$ cat config.mk
export PLATFORM = sky130hd
export DESIGN_NAME = fir_stream_ctrl
export DESIGN_NICKNAME = d
export VERILOG_FILES = /design/src/rtl/fir_ctrl_pkg.sv /design/src/rtl/fir_ctrl_fifo.sv /design/src/rtl/fir_stream_ctrl.sv
export SDC_FILE = /design/constraint.sdc
export NUM_CORES = 1
export LEC_CHECK = 0
export CAP_MARGIN = 20
export CORE_AREA = 2 2 185 187
export DETAILED_ROUTE_END_ITERATION = 7
export DIE_AREA = 0 0 187 189
export GPL_TIMING_DRIVEN = 0
export PLACE_DENSITY = 0.69
export SYNTH_ARGS = -nofsm -noshare
export SYNTH_HDL_FRONTEND = slang
export SYNTH_SLANG_ARGS = --single-unit
$ cat constraint.sdc
create_clock -name clk -period 11.75 [get_ports clk]
set_input_delay 2.35 -clock clk [delete_from_list [all_inputs] [get_ports clk]]
set_output_delay 2.35 -clock clk [all_outputs]
set_load 0.02 [all_outputs]
$ cat src/rtl/fir_ctrl_pkg.sv
// rtl/fir_ctrl_pkg.sv - shared state type and constants for the FIR stream sequencer
package fir_ctrl_pkg;

  typedef enum logic [1:0] {
    ST_IDLE  = 2'd0,
    ST_PRIME = 2'd1,
    ST_RUN   = 2'd2,
    ST_FLUSH = 2'd3
  } fir_ctrl_state_t;

  localparam int FIR_DIN_W = 16;
  localparam int FIR_ACC_W = 64;
  // Coefficients are Q31, so the accumulator carries 31 fractional bits
  localparam int COEF_FRAC = 31;

endpackage

$ cat src/rtl/fir_ctrl_fifo.sv
// rtl/fir_ctrl_fifo.sv - synchronous skid FIFO, DEPTH x W, with occupancy level
module fir_ctrl_fifo #(
  parameter int DEPTH = 16,
  parameter int W     = 16
) (
  input  logic                     clk,
  input  logic                     rst,
  input  logic                     push,
  input  logic                     pop,
  input  logic [W-1:0]             din,
  output logic [W-1:0]             dout,
  output logic                     full,
  output logic                     empty,
  output logic [$clog2(DEPTH):0]   level
);

  localparam int AW = $clog2(DEPTH);

  logic [W-1:0] mem [DEPTH];
  logic [AW:0]  wr_ptr;
  logic [AW:0]  rd_ptr;

  // Pointers carry one extra wrap bit so full and empty are distinguishable
  assign level = wr_ptr - rd_ptr;
  assign empty = (level == '0);
  assign full  = (level == (AW+1)'(DEPTH));
  assign dout  = mem[rd_ptr[AW-1:0]];

  always_ff @(posedge clk) begin
    if (push && !full) begin
      mem[wr_ptr[AW-1:0]] <= din;
    end
  end

  always_ff @(posedge clk) begin
    if (rst) begin
      wr_ptr <= '0;
      rd_ptr <= '0;
    end else begin
      if (push && !full) begin
        wr_ptr <= wr_ptr + (AW+1)'(1);
      end
      if (pop && !empty) begin
        rd_ptr <= rd_ptr + (AW+1)'(1);
      end
    end
  end

endmodule

$ cat src/rtl/fir_stream_ctrl.sv
// rtl/fir_stream_ctrl.sv - stream sequencer feeding a free-running pipelined FIR
// Optional FIR_OUT_SAT_EN: saturate the scaled output instead of wrapping it.
module fir_stream_ctrl
  import fir_ctrl_pkg::*;
#(
  parameter int DIN_W     = FIR_DIN_W,
  parameter int ACC_W     = FIR_ACC_W,
  parameter int OUT_W     = 16,
  parameter int LATENCY   = 102,
  parameter int FLUSH_LEN = 202,
  parameter int DEPTH     = 16,
  parameter int PRIME_LVL = 8
) (
  input  logic             clk,
  input  logic             rst,
  input  logic             start,
  input  logic             stop,
  input  logic             s_valid,
  input  logic [DIN_W-1:0] s_data,
  output logic             s_ready,
  output logic             fir_rst,
  output logic [DIN_W-1:0] fir_din,
  input  logic [ACC_W-1:0] fir_dout,
  output logic             m_valid,
  output logic [OUT_W-1:0] m_data,
  output logic             busy,
  output logic             underrun,
  output logic [31:0]      sample_cnt
);

  localparam int LVL_W = $clog2(DEPTH) + 1;
  localparam int CNT_W = $clog2(FLUSH_LEN + 1);

  fir_ctrl_state_t state_q, state_d;

  logic             fifo_push, fifo_pop, fifo_full, fifo_empty;
  logic [DIN_W-1:0] fifo_head;
  logic [LVL_W-1:0] fifo_level;
  logic [CNT_W-1:0] flush_cnt_q;
  logic             flush_zero;
  logic [DIN_W-1:0] feed_data;
  logic             feed_tag;
  logic             start_req;
  logic             din_tag_q;
  logic [LATENCY-1:0] tag_pipe_q;
  logic             tags_idle;

  logic signed [ACC_W-1:0] shifted;
  logic [OUT_W-1:0]        scaled;

  assign s_ready   = ((state_q == ST_PRIME) || (state_q == ST_RUN)) && !fifo_full;
  assign fifo_push = s_valid && s_ready;
  assign busy      = (state_q != ST_IDLE);
  assign start_req = (state_q == ST_IDLE) && start && !stop;
  assign tags_idle = !din_tag_q && (tag_pipe_q == '0);

  fir_ctrl_fifo #(
    .DEPTH (DEPTH),
    .W     (DIN_W)
  ) u_fifo (
    .clk   (clk),
    .rst   (rst),
    .push  (fifo_push),
    .pop   (fifo_pop),
    .din   (s_data),
    .dout  (fifo_head),
    .full  (fifo_full),
    .empty (fifo_empty),
    .level (fifo_level)
  );

  always_comb begin
    state_d    = state_q;
    fifo_pop   = 1'b0;
    flush_zero = 1'b0;
    feed_data  = '0;
    feed_tag   = 1'b0;
    case (state_q)
      ST_IDLE: begin
        if (start_req) state_d = ST_PRIME;
      end
      ST_PRIME: begin
        if (stop) state_d = ST_FLUSH;
        else if (fifo_level >= LVL_W'(PRIME_LVL)) state_d = ST_RUN;
      end
      ST_RUN: begin
        fifo_pop = !fifo_empty;
        if (stop) state_d = ST_FLUSH;
      end
      ST_FLUSH: begin
        // Drain buffered samples, then push zeros through the delay line
        if (!fifo_empty) fifo_pop = 1'b1;
        else if (flush_cnt_q != CNT_W'(FLUSH_LEN)) flush_zero = 1'b1;
        else if (tags_idle) state_d = ST_IDLE;
      end
      default: state_d = ST_IDLE;
    endcase
    if (fifo_pop) begin
      feed_data = fifo_head;
      feed_tag  = 1'b1;
    end
  end

  assign shifted = $signed(fir_dout) >>> COEF_FRAC;

`ifdef FIR_OUT_SAT_EN
  localparam logic signed [ACC_W-1:0] SAT_HI = (ACC_W'(1) <<< (OUT_W - 1)) - ACC_W'(1);
  localparam logic signed [ACC_W-1:0] SAT_LO = ~SAT_HI;

  always_comb begin
    scaled = OUT_W'(shifted);
    if (shifted > SAT_HI) scaled = {1'b0, {(OUT_W-1){1'b1}}};
    else if (shifted < SAT_LO) scaled = {1'b1, {(OUT_W-1){1'b0}}};
  end
`else
  assign scaled = OUT_W'(shifted);
`endif

  always_ff @(posedge clk) begin
    if (rst) begin
      state_q     <= ST_IDLE;
      fir_rst     <= 1'b1;
      fir_din     <= '0;
      din_tag_q   <= 1'b0;
      tag_pipe_q  <= '0;
      m_valid     <= 1'b0;
      m_data      <= '0;
      underrun    <= 1'b0;
      sample_cnt  <= '0;
      flush_cnt_q <= '0;
    end else begin
      state_q   <= state_d;
      fir_rst   <= start_req;
      fir_din   <= feed_data;
      // din_tag_q mirrors fir_din; tag_pipe_q[LATENCY-1] lines up with fir_dout
      din_tag_q  <= feed_tag;
      tag_pipe_q <= {tag_pipe_q[LATENCY-2:0], din_tag_q};
      m_valid    <= tag_pipe_q[LATENCY-1];
      if (tag_pipe_q[LATENCY-1]) m_data <= scaled;

      if (state_q != ST_FLUSH) flush_cnt_q <= '0;
      else if (flush_zero) flush_cnt_q <= flush_cnt_q + CNT_W'(1);

      if (start_req) begin
        underrun   <= 1'b0;
        sample_cnt <= '0;
      end else begin
        if ((state_q == ST_RUN) && fifo_empty) underrun <= 1'b1;
        if (tag_pipe_q[LATENCY-1] && (sample_cnt != '1)) sample_cnt <= sample_cnt + 32'd1;
      end
    end
  end

endmodule

Signal wires on met1:
Drawn at 2 px/µm. Supply wires on this layer in gray.
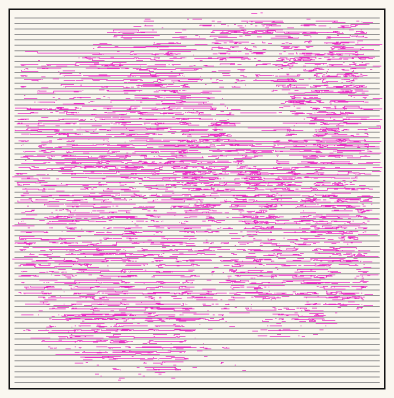
- share of all routed wire: 42%
- longest straight run: 51.1 µm
- nets with wire on the layer: 1,205
Post-Route WL: 34.5 mm
DR vias: 9,177
GRT met1 Usage: 0.260

Gate-type map:
Drawn at 2 px/µm.
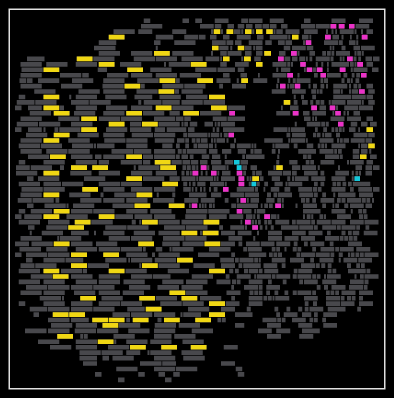
- xor and xnor cells: magenta (cells 41; most used xnor2_1)
- mux cells: yellow (cells 99; most used mux4_2)
- non-inverting ao/oa cells: cyan (cells 4)
most instantiated logic cell after routing: sky130_fd_sc_hd__edfxtp_1
combinational share of cell area: 0.239

==> summary.txt <==
The layout was made with Yosys and OpenROAD.

The final max-slew violation count recorded for this run is 0. Entering global routing, the biggest net connects 17 pins. For this run, the script counts the antenna cells in the layout as 1. The multi-input combinational cell count is between 500 and 600. After synthesis, the largest family of logic cells by area is multiplexers.

Per the synthesis report, the XOR/XNOR share of the synthesized area is 0.0218. Per the final timing report, the hold violations number 0. The registers of the reported paths see a clock transition of 60 ps. The routed length on met2 is 16.9 mm. The area added between synthesis and finish is 20.9%. The share of total power in sequential cells is 0.503. Detailed-route iteration 0 reported a violation count of 527. The most repeated library cell on the critical path is sky130_fd_sc_hd__clkbuf_1. The flow ran to the end, and the final reports show no timing, DRC or antenna violations.

The count of clock buffers in the final design is 68. 154 I/O pins were placed. The number of inverters outside the clock class in the layout is 22.

The layout buffering overhead excluding clock cells is 0.0795. The timing report gives the biggest stage delay along the critical path as 740 ps. The final design instance area without fill is 19,900 µm². The global placement routability congestion is 0.763. The post-synth count of flops with an enable pin is 256. In this run, the synthesized area fraction spent on AND-OR/OR-AND gates is recorded as 0.0166. The number of well-tap cells placed is 448. The startpoint class of the critical path is a register. The largest fanout of any net on the critical path is 10. For the worst flop-to-flop path, the logic depth is 11. STA lists the startpoint of the worst hold path as tag_pipe_q[31]$_SDFF_PP0_. Power spread over the standard cell area amounts to between 150 and 200 nW/µm². Across the whole layout, storage elements account for 11,500 µm². The first-pass iteration count of the detailed router is 5. The leakage power total is 6.53 nW. The maximum number of buffers from clock root to sink is 3. The number of global-route vias before repair is 9,389. The warning total across the stage logs is 82. The kind of cell with the highest combined delay on the critical path is buffers and inverters. Based on the critical path, the design can be clocked at up to 0.145 GHz. The net switching component of the power is 0.767 mW.

Setup repair after global routing left no endpoint under its margin. The top cell type's share of synthesized area is 0.467. The global routing stage identified its most utilized layer as met2.

The number of antenna violations at the first check in global routing came to 1. According to the floorplan report, the die width is 187 µm. The launch point of the critical path is u_fifo.rd_ptr[1]$_SDFFE_PP0P_. According to the floorplan report, the total die area is 35,300 µm².

After detailed routing, the wire length on met1 is 14.7 mm. Along the worst hold path, the cell count comes to 1. The largest cell class by area is flip-flops and latches. The register with the most flip-flops in the layout has 256 of them.

The worst hold endpoint is tag_pipe_q[32]$_SDFF_PP0_. The number of nets with antenna violations after routing is 0. The register bit count reported by yosys is 446. The layout report lists the multi-input gate area as 4750 µm². The design has about 450 sequential cells. The warning tally printed by Yosys for this design is 0. The total overflow reported by the global router is 0.

Counting distinct cell types in the post-synthesis netlist gives 51. Listed in order, past its start point the critical path passes clkbuf_1 > clkbuf_1 > inv_1 > ha_1 > nor2b_4 > or4_4 > a21oi_1 > a31oi_1 > clkdlybuf4s50_1. The biggest area consumer among synthesized cells is sky130_fd_sc_hd__edfxtp_1. The number of H-tree levels is 2.

The switching part of the total is 0.227. The cell count after synthesis is between 1,000 and 1,500. The combinational cell fraction of total power is 0.092.

The die extent in y is 189 µm. The area fraction in mux cells is 0.121. The power report lists the sequential group at 1.70 mW. The worst setup slack after placement is 5440 ps. In this run, post-CTS repair resized a total of 0 instances. The tightest min-delay check is of the reg -> reg type. The max-capacitance violation count is 0. After filler insertion, the fill cell instance count of the layout stands at 2,536.

The post-layout instance count excluding filler cells is 1,703. The tightest hold path in the finished design has a slack of about 460 ps. For this run, the detailed router reports a per-instance via density of ~5.4. The peak supply drop is 0.156 mV. The routed layout reports a DRC error count of 0. The met2 usage is 0.336. The global-route wire length before repair is about 53 mm. After synthesis, the most frequently instantiated cells are 256 x sky130_fd_sc_hd__edfxtp_1, 190 x sky130_fd_sc_hd__dfxtp_1, 119 x sky130_fd_sc_hd__nor2b_1, 84 x sky130_fd_sc_hd__nor2_1, 80 x sky130_fd_sc_hd__mux4_2.
Signal wires by layer:
Drawn at 2 px/µm. Only two layers are drawn.
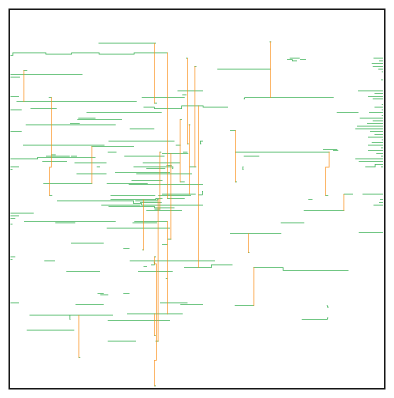
- M3: green (wire length 2,150 µm)
- M4: orange (wire length 853 µm)
routed wire length per instance: 20.3 µm
Total GRT Usage: 0.198

No activity file was given, so power comes from the tool's default toggle rates.
